Metal 3:
Scale: 4 px per um.
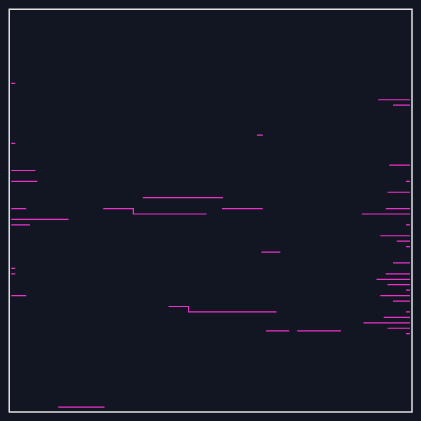
Cells by drive strength:
Scale: 4 px per um.
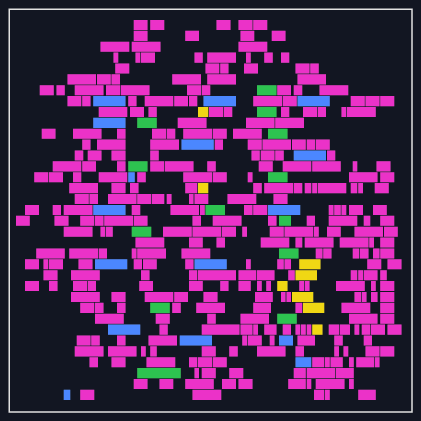
### src/rtl/forward_update_source.sv
// Write-back end of the hashtable pipeline: buffers bucket updates, drains them
// into the memory write port and publishes the forwarding bundles.
module forward_update_source #(
   parameter int unsigned DATA_WIDTH           = 4,
   parameter int unsigned KEY_WIDTH            = 2,
   parameter int unsigned HASH_ADR_WIDTH       = 2,
   parameter int unsigned SHIFT_HASH_ADR_WIDTH = 2,
   parameter int unsigned BUF_DEPTH            = 4
) (
   input  logic                            clk,
   input  logic                            reset,
   input  logic                            clk_en,
   input  logic                            upd_valid_i,
   output logic                            upd_ready_o,
   input  logic [HASH_ADR_WIDTH-1:0]       upd_hash_adr_i,
   input  logic [KEY_WIDTH-1:0]            upd_key_i,
   input  logic [DATA_WIDTH-1:0]           upd_data_i,
   input  logic                            upd_entry_valid_i,
   input  logic [SHIFT_HASH_ADR_WIDTH-1:0] upd_shift_adr_i,
   input  logic                            upd_shift_valid_i,
   input  logic                            nm_upd_i,
   input  logic [SHIFT_HASH_ADR_WIDTH-1:0] nm_adr_i,
   input  logic                            nm_valid_i,
   output logic                            mem_we_o,
   input  logic                            mem_ready_i,
   output logic [HASH_ADR_WIDTH-1:0]       mem_adr_o,
   output logic [KEY_WIDTH-1:0]            mem_key_o,
   output logic [DATA_WIDTH-1:0]           mem_data_o,
   output logic                            mem_valid_o,
   output logic [SHIFT_HASH_ADR_WIDTH-1:0] mem_shift_adr_o,
   output logic                            mem_shift_valid_o,
   output logic [HASH_ADR_WIDTH-1:0]       fwd_hash_adr_o,
   output logic [KEY_WIDTH-1:0]            fwd_key_o,
   output logic [DATA_WIDTH-1:0]           fwd_data_o,
   output logic                            fwd_valid_o,
   output logic [SHIFT_HASH_ADR_WIDTH-1:0] fwd_shift_adr_o,
   output logic                            fwd_shift_valid_o,
   output logic                            fwd_updated_mem_o,
   output logic [SHIFT_HASH_ADR_WIDTH-1:0] fwd_next_mem_adr_o,
   output logic                            fwd_next_mem_valid_o,
   output logic                            fwd_next_mem_updated_o
);

   localparam int unsigned PTR_W = $clog2(BUF_DEPTH);
   localparam int unsigned CNT_W = PTR_W + 1;

   typedef struct packed {
      logic [HASH_ADR_WIDTH-1:0]       adr;
      logic [KEY_WIDTH-1:0]            key;
      logic [DATA_WIDTH-1:0]           data;
      logic                            valid;
      logic [SHIFT_HASH_ADR_WIDTH-1:0] shift_adr;
      logic                            shift_valid;
   } entry_t;

   entry_t                          ent_q [BUF_DEPTH];
   entry_t                          ent_d [BUF_DEPTH];
   logic [PTR_W-1:0]                head_q, head_d, tail_q, tail_d, newest;
   logic [CNT_W-1:0]                count_q, count_d;
   entry_t                          fwd_q, fwd_d;
   logic                            fwd_upd_q, fwd_upd_d;
   logic [SHIFT_HASH_ADR_WIDTH-1:0] nm_adr_q, nm_adr_d;
   logic                            nm_valid_q, nm_valid_d;
   logic                            nm_upd_q, nm_upd_d;
   entry_t                          upd_entry, head_entry;
   logic                            accept, fire, coalesce, push;

   assign upd_entry = '{adr: upd_hash_adr_i, key: upd_key_i, data: upd_data_i,
                        valid: upd_entry_valid_i, shift_adr: upd_shift_adr_i,
                        shift_valid: upd_shift_valid_i};
   assign head_entry = ent_q[head_q];
   assign newest     = tail_q - PTR_W'(1);

   assign upd_ready_o = (count_q != CNT_W'(BUF_DEPTH));
   assign mem_we_o    = clk_en & (count_q != '0);
   assign fire        = mem_we_o & mem_ready_i;
   assign accept      = clk_en & upd_valid_i & upd_ready_o;
   // The newest entry may only be rewritten if it is not leaving this very cycle.
   assign coalesce    = accept & (count_q != '0) & (ent_q[newest].adr == upd_hash_adr_i)
                        & ~((count_q == CNT_W'(1)) & fire);
   assign push        = accept & ~coalesce;

   always_comb begin
      ent_d      = ent_q;
      head_d     = head_q;
      tail_d     = tail_q;
      count_d    = count_q;
      fwd_d      = fwd_q;
      fwd_upd_d  = fwd_upd_q;
      nm_adr_d   = nm_adr_q;
      nm_valid_d = nm_valid_q;
      nm_upd_d   = nm_upd_q;
      if (clk_en) begin
         if (coalesce) ent_d[newest] = upd_entry;
         if (push) begin
            ent_d[tail_q] = upd_entry;
            tail_d        = tail_q + PTR_W'(1);
         end
         if (fire) head_d = head_q + PTR_W'(1);
         case ({push, fire})
            2'b10:   count_d = count_q + CNT_W'(1);
            2'b01:   count_d = count_q - CNT_W'(1);
            default: count_d = count_q;
         endcase
         fwd_upd_d = fire;
         if (fire) fwd_d = head_entry;
         nm_upd_d = nm_upd_i;
         if (nm_upd_i) begin
            nm_adr_d   = nm_adr_i;
            nm_valid_d = nm_valid_i;
         end
      end
   end

   always_ff @(posedge clk) begin
      if (reset) begin
         for (int unsigned i = 0; i < BUF_DEPTH; i++) ent_q[i] <= '0;
         head_q     <= '0;
         tail_q     <= '0;
         count_q    <= '0;
         fwd_q      <= '0;
         fwd_upd_q  <= 1'b0;
         nm_adr_q   <= '0;
         nm_valid_q <= 1'b0;
         nm_upd_q   <= 1'b0;
      end else begin
         ent_q      <= ent_d;
         head_q     <= head_d;
         tail_q     <= tail_d;
         count_q    <= count_d;
         fwd_q      <= fwd_d;
         fwd_upd_q  <= fwd_upd_d;
         nm_adr_q   <= nm_adr_d;
         nm_valid_q <= nm_valid_d;
         nm_upd_q   <= nm_upd_d;
      end
   end

   assign mem_adr_o              = head_entry.adr;
   assign mem_key_o              = head_entry.key;
   assign mem_data_o             = head_entry.data;
   assign mem_valid_o            = head_entry.valid;
   assign mem_shift_adr_o        = head_entry.shift_adr;
   assign mem_shift_valid_o      = head_entry.shift_valid;
   assign fwd_hash_adr_o         = fwd_q.adr;
   assign fwd_key_o              = fwd_q.key;
   assign fwd_data_o             = fwd_q.data;
   assign fwd_valid_o            = fwd_q.valid;
   assign fwd_shift_adr_o        = fwd_q.shift_adr;
   assign fwd_shift_valid_o      = fwd_q.shift_valid;
   assign fwd_updated_mem_o      = fwd_upd_q;
   assign fwd_next_mem_adr_o     = nm_adr_q;
   assign fwd_next_mem_valid_o   = nm_valid_q;
   assign fwd_next_mem_updated_o = nm_upd_q;

endmodule

### config.mk
export PLATFORM = sky130hd
export DESIGN_NAME = forward_update_source
export DESIGN_NICKNAME = d
export VERILOG_FILES = /design/src/rtl/forward_update_source.sv
export SDC_FILE = /design/constraint.sdc
export NUM_CORES = 1
export LEC_CHECK = 0
export CAP_MARGIN = 20
export CORE_UTILIZATION = 35
export CTS_BUF_LIST = sky130_fd_sc_hd__clkbuf_8
export CTS_CLUSTER_SIZE = 14
export DETAILED_ROUTE_END_ITERATION = 8
export REMOVE_ABC_BUFFERS = 1
export SLEW_MARGIN = 10
export SYNTH_ARGS = -nofsm -noshare
export SYNTH_HDL_FRONTEND = slang
export SYNTH_SLANG_ARGS = --single-unit
### constraint.sdc
create_clock -name clk -period 4 [get_ports clk]
set_clock_uncertainty 0.2 [all_clocks]
set_input_delay 0.6 -clock clk [delete_from_list [all_inputs] [get_ports clk]]
set_output_delay 0.6 -clock clk [all_outputs]
set_load 0.03 [all_outputs]
==> flow_metrics.env <==
# yosys + openroad results
export IMPL_post_synth_fa_ha_maj_area_fraction=0.0333
export IMPL_cellPowerDensity_mw_per_mm2=367
export IMPL_ioPinCount=52
export IMPL_overflow=0
export IMPL_yosys_mux_area_fraction=0.279
export IMPL_ys_dominant_reg_cell="sky130_fd_sc_hd__dfxtp_1"
export IMPL_place_congestion=0.682
export IMPL_post_synth_xor_area_fraction=0.0207
export IMPL_outcome="complete, no violations"
export IMPL_worst_hold_path_num_cells=2
export IMPL_netlist_area_leader_share=0.426
export IMPL_first_global_vias=2307
export IMPL_p_leak_nw=1.75
export IMPL_log_warning_count=31
export IMPL_maxCapViolCount=0
export IMPL_timing_setup_tns_ps=0
export IMPL_power_largest_group="sequential cells"
export IMPL_timing_max_transition_violations_final=0
export IMPL_yosys_warnings=0
export IMPL_p_sw_w=0.000382
export IMPL_die_area_sq_mm=0.0101
export IMPL_htree_num_levels=3
export IMPL_drtAntennaViolNets=0
export IMPL_insertedDiodeCount=0
export IMPL_length_of_routed_wiring_on_met1_mm=3.56
export IMPL_min_period_ps=3230
export IMPL_fin_area_sq_mm=0.00418
export IMPL_period_used=0.808
export IMPL_comb_power_share=0.125
export IMPL_met3WireLength_um=267
export IMPL_power_internal_w=0.00115
export IMPL_place_port_buffers=51
export IMPL_worst_ep_arrival_time_ps=2430
export IMPL_cts_buffers_inserted=9
export IMPL_hold_viol=0
export IMPL_timing_fmax_mhz=309
export IMPL_detailedPlacementHpwl_mm=4.68
export IMPL_pg_comb_w=0.000192
export IMPL_path_class="flop to output port"
export IMPL_post_layout_total_power_w=0.00153
export IMPL_critical_path_max_stage_delay_ps=840
export IMPL_worst_hold_startpoint="fwd_next_mem_valid_o"
export IMPL_post_drt_via_cell_ratio=4.67
export IMPL_synth_edff_count=0
export IMPL_clk_pin_slew_worst_paths_ps=80
export IMPL_die_w_um=100
-- 'metal 3' (at the start) --
share of all routed wire = 3.7%
wire length on this layer = 268 um
longest straight run = 21.9 um
main direction = horizontal

-- 'cells by drive strength' (at the start) --
green -> drive 6 and up  # cells 13, share 3.5%, most used clkbuf_8
yellow -> drive 3 to 4  # cells 8, share 2.2%, most used mux2_4
blue -> drive 2  # cells 16, share 4.4%, most used mux4_2
magenta -> drive 1 or less  # cells 330, share 90%, most used dfxtp_1

-- cell usage in the layout (no fill, tap or decap) --
cell,count
sky130_fd_sc_hd__mux4_2,12
sky130_fd_sc_hd__bufinv_16,1
sky130_fd_sc_hd__a31oi_1,2
sky130_fd_sc_hd__mux2_4,4
sky130_fd_sc_hd__clkbuf_8,11
sky130_fd_sc_hd__nand3b_1,1
sky130_fd_sc_hd__xor2_1,1
sky130_fd_sc_hd__a21boi_0,1
sky130_fd_sc_hd__nand2_1,25
sky130_fd_sc_hd__xnor2_1,7
sky130_fd_sc_hd__mux2i_1,55
sky130_fd_sc_hd__ha_1,9
sky130_fd_sc_hd__clkdlybuf4s50_1,50
sky130_fd_sc_hd__a21oi_1,11
sky130_fd_sc_hd__clkinvlp_4,1
sky130_fd_sc_hd__clkinv_2,1
sky130_fd_sc_hd__nand3_2,1
sky130_fd_sc_hd__nor2b_1,1
sky130_fd_sc_hd__mux2_2,1
sky130_fd_sc_hd__nand3_1,7
sky130_fd_sc_hd__dfxtp_1,72
sky130_fd_sc_hd__mux4_1,2
sky130_fd_sc_hd__buf_2,1
sky130_fd_sc_hd__inv_6,1
sky130_fd_sc_hd__nand2b_1,63
sky130_fd_sc_hd__buf_4,3
sky130_fd_sc_hd__nor2_1,13
sky130_fd_sc_hd__a211oi_1,1
sky130_fd_sc_hd__and2_1,1
sky130_fd_sc_hd__inv_1,7
sky130_fd_sc_hd__clkinv_1,1
-- metal layers --
metal | track usage | vias to the layer above
met5 | 0 | -
met4 | 0.0635 | 0
met3 | 0.0362 | 6
met2 | 0.240 | 46
met1 | 0.208 | 1098
li1 | - | 1165
-- worst max-delay path: cells and delay by family, from the launching register on --
family   cells  cell delay (ps)
mux          1              630
buf+inv      1              610
flops        1              840
-- layout make-up --
type	instances	area, sq um	share of cell area
Clock buffer	11	151	0.0363
Clock inverter	5	55.1	0.0132
Inverter	7	26.3	0.00629
Multi-Input combinational cell	218	1810	0.434
Sequential cell	72	1440	0.345
Tap cell	129	161	0.0387
Timing Repair Buffer	54	528	0.126
-- how the worst max path moves through the flow --
| stage | startpoint | cells past startpoint | slack, ps | endpoint |
|---|---|---|---|---|
| global route | head_q[1] | 2 | 680 | mem_adr_o[0] |
| floorplan | tail_q[0] | 11 | 1290 | count_q[2] |
| global placement | upd_valid_i | 10 | 800 | count_q[2] |
| finish | head_q[1] | 2 | 770 | mem_data_o[2] |
| detailed placement | upd_valid_i | 10 | 710 | count_q[2] |
| CTS | head_q[1] | 2 | 730 | mem_adr_o[0] |
-- state kept, by name, summed over array words and instances (netlist names) --
register / flops
fwd_data_o: 4
fwd_updated_mem_o: 1
count_q: 3
fwd_next_mem_valid_o: 1
fwd_hash_adr_o: 2
fwd_next_mem_updated_o: 1
fwd_valid_o: 1
tail_q: 2
fwd_shift_valid_o: 1
fwd_key_o: 2
head_q: 2
fwd_next_mem_adr_o: 2
fwd_shift_adr_o: 2
ent_q: 48
-- logic make-up after synthesis --
group                      Yosys count
DFF                                 72
and+or+nand+nor                    112
AOI/OAI and AO/OA                   15
adders and majority gates            9
xor gates and xnor gates             8
muxes                               74
buffers and inverters               26
